### src/rtl/riscv_fetch_ctrl.sv
// Instruction-fetch sequencer: owns the PC, issues one ibus read at a time and
// hands each fetched word to decode over valid/ready, squashing wrong-path responses.
module riscv_fetch_ctrl #(
    parameter int                         IBUS_DATA_WIDTH = 32,
    parameter int                         IBUS_ADDR_WIDTH = 64,
    parameter logic [IBUS_ADDR_WIDTH-1:0] RESET_PC        = 'h8000_0000
) (
    input  logic                       clk,
    input  logic                       rst,
    output logic                       ibus_req,
    output logic [IBUS_ADDR_WIDTH-1:0] ibus_addr,
    input  logic                       ibus_gnt,
    input  logic                       ibus_rvalid,
    input  logic [IBUS_DATA_WIDTH-1:0] ibus_rdata,
    input  logic                       ibus_err,
    input  logic                       redirect_valid,
    input  logic [IBUS_ADDR_WIDTH-1:0] redirect_pc,
    output logic                       instr_valid,
    input  logic                       instr_ready,
    output logic [IBUS_DATA_WIDTH-1:0] instr,
    output logic [IBUS_ADDR_WIDTH-1:0] instr_pc,
    output logic                       instr_fault
);

    typedef enum logic [1:0] {IDLE, REQ, WAIT, HOLD} state_t;

    localparam logic [IBUS_ADDR_WIDTH-1:0] RESET_PC_ALIGNED =
        {RESET_PC[IBUS_ADDR_WIDTH-1:2], 2'b00};

    state_t                       state, state_d;
    logic [IBUS_ADDR_WIDTH-1:0]   pc, pc_d;
    logic [IBUS_ADDR_WIDTH-1:0]   addr, addr_d;
    logic                         drop, drop_d;
    logic                         valid_d;
    logic [IBUS_DATA_WIDTH-1:0]   instr_d;
    logic [IBUS_ADDR_WIDTH-1:0]   instr_pc_d;
    logic                         fault_d;
    logic [IBUS_ADDR_WIDTH-1:0]   redirect_aligned;
    logic                         unused_redirect_lsbs;

    assign redirect_aligned     = {redirect_pc[IBUS_ADDR_WIDTH-1:2], 2'b00};
    assign unused_redirect_lsbs = ^redirect_pc[1:0];

    assign ibus_req  = (state == REQ);
    assign ibus_addr = addr;

    always_comb begin
        state_d    = state;
        pc_d       = pc;
        addr_d     = addr;
        drop_d     = drop;
        valid_d    = instr_valid;
        instr_d    = instr;
        instr_pc_d = instr_pc;
        fault_d    = instr_fault;

        if (redirect_valid) begin
            pc_d    = redirect_aligned;
            valid_d = 1'b0;
            unique case (state)
                IDLE, HOLD: state_d = REQ;
                REQ: begin
                    drop_d = 1'b1;
                    if (ibus_gnt) state_d = WAIT;
                end
                WAIT: begin
                    if (ibus_rvalid) begin
                        drop_d  = 1'b0;
                        state_d = REQ;
                    end else begin
                        drop_d = 1'b1;
                    end
                end
                default: state_d = REQ;
            endcase
        end else begin
            unique case (state)
                IDLE: state_d = REQ;
                REQ:  if (ibus_gnt) state_d = WAIT;
                WAIT: begin
                    if (ibus_rvalid) begin
                        if (drop) begin
                            drop_d  = 1'b0;
                            state_d = REQ;
                        end else begin
                            instr_d    = ibus_err ? '0 : ibus_rdata;
                            fault_d    = ibus_err;
                            instr_pc_d = pc;
                            pc_d       = pc + IBUS_ADDR_WIDTH'(4);
                            valid_d    = 1'b1;
                            state_d    = HOLD;
                        end
                    end
                end
                HOLD: begin
                    if (instr_ready) begin
                        valid_d = 1'b0;
                        state_d = REQ;
                    end
                end
                default: state_d = REQ;
            endcase
        end

        // The address is latched only on entry to REQ so it stays put across gnt stalls.
        if (state_d == REQ && state != REQ) addr_d = pc_d;
    end

    always_ff @(posedge clk) begin
        if (rst) begin
            state       <= IDLE;
            pc          <= RESET_PC_ALIGNED;
            addr        <= RESET_PC_ALIGNED;
            drop        <= 1'b0;
            instr_valid <= 1'b0;
            instr       <= '0;
            instr_pc    <= '0;
            instr_fault <= 1'b0;
        end else begin
            state       <= state_d;
            pc          <= pc_d;
            addr        <= addr_d;
            drop        <= drop_d;
            instr_valid <= valid_d;
            instr       <= instr_d;
            instr_pc    <= instr_pc_d;
            instr_fault <= fault_d;
        end
    end

`ifndef SYNTHESIS
    a_rvalid_only_in_wait: assert property (@(posedge clk) disable iff (rst)
        ibus_rvalid |-> (state == WAIT));

    a_addr_stable_in_stall: assert property (@(posedge clk) disable iff (rst)
        (ibus_req && !ibus_gnt) |=> $stable(ibus_addr));
`endif

endmodule
### config.mk
export PLATFORM = sky130hd
export DESIGN_NAME = riscv_fetch_ctrl
export DESIGN_NICKNAME = d
export VERILOG_FILES = /design/src/rtl/riscv_fetch_ctrl.sv
export SDC_FILE = /design/constraint.sdc
export NUM_CORES = 1
export LEC_CHECK = 0
export CORE_ASPECT_RATIO = 1.75
export CORE_MARGIN = 2
export CORE_UTILIZATION = 40
export DETAILED_ROUTE_END_ITERATION = 6
export HOLD_SLACK_MARGIN = 0.15
export PLACE_DENSITY = 0.75
export SYNTH_ARGS = -nofsm -noshare
export SYNTH_HDL_FRONTEND = slang
export SYNTH_SLANG_ARGS = --single-unit
### constraint.sdc
create_clock -name clk -period 6.26 [get_ports clk]
set_input_delay 0.626 -clock clk [delete_from_list [all_inputs] [get_ports clk]]
set_output_delay 0.626 -clock clk [all_outputs]
set_load 0.005 [all_outputs]
==> flow_summary.yaml <==
# synthesis and place-and-route metrics
route:
  drcViolationCount: 0
  dr.first_iter.drc_count: 503
  post_route_m1_wl_mm: 11.6
  detail_route.first_pass.iterations: 5
  met3_wirelength_mm: 1.73
clock_network:
  cts_post_setup_buffers_inserted: 0
  h_tree_levels: 1
  clock_transition_time_at_the_flip_flop_clock_pins_of_the_worst_setup_and_hold_paths_ns: 0.06
  cts.repair.resized: 0
logic_synthesis:
  enable_flop_cells: 0
  ys_top_logic_family: "simple AND/OR/NAND/NOR gates"
  synth-xor-area-share_pct: 3.29
  ys_seq_share_pct: 46.5
  synthesis_area_per_yosys_mm2: 0.00986
  area_leaders: "dfxtp_1, nand2_1, a21oi_1"
  synthDistinctLibCells: 60
layout:
  non_clock_inverter_count: 15
  finalNetCount: 1529
  n_multi_input_combinational_cell: 881
  multiInputGateArea_mm2: 0.00489
placed_design:
  post-place-ws_ns: 2.52
  placedCellCount: 1708
  port_buffers: 263
run:
  cap_viol_max_count: 0
  tool_warnings: 32
power:
  sw_frac_of_total_pct: 24.2
  power.share.combinational_pct: 11.9
grt:
  vias_in_the_first_global_route: 9048
  grt_max_degree: 96
  busiest_layer: "met2"
  globalRouteMet2Util_pct: 42.0
final_timing:
  final_hold_viols: 0
  grt_setup_unrepaired: "no"
critical_path:
  timing.critical_path.depth: 8
  timing.setup.critical_path_class: "reg -> reg"
  required_time_reported_for_the_critical_path_endpoint_ns: 6.63
  timing.critical_path.slowest_stage_cell: "nor4_1"
outcome:
  status: "finished clean"
floorplanning:
  tap_cells: 312
  dieWidth_um: 123
  dieArea_mm2: 0.0260
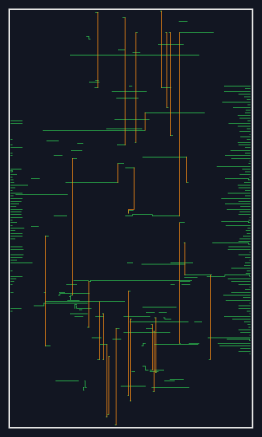
Fig. 1. Signal wires by layer.
Two of the layers only.
color	layer	wire length
green	M3	1730 um
orange	M4	1050 um

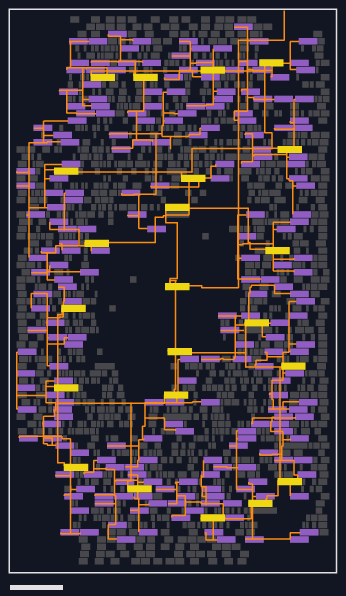
Fig. 2. Clock network drawn from the DEF.
Bar = 20 um.
[purple] flip-flops | count: 229
[orange] clock wires | length: 2730 um
[yellow] clock-net drivers | count: 22
flops lie	spread over the die
routed clock nets	23

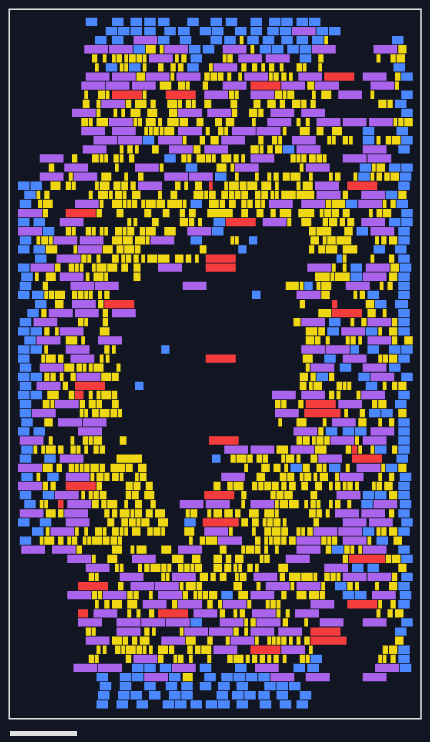
Fig. 3. Cells colored by class.
Bar = 20 um.
color	class	cells	share of their area
purple	registers	229	35%
blue	remaining buffers and delay cells	271	21%
red	clock drivers and dummy loads	33	5.6%
yellow	remaining logic cells	896	38%

Power is estimated from default activity; no workload was simulated.
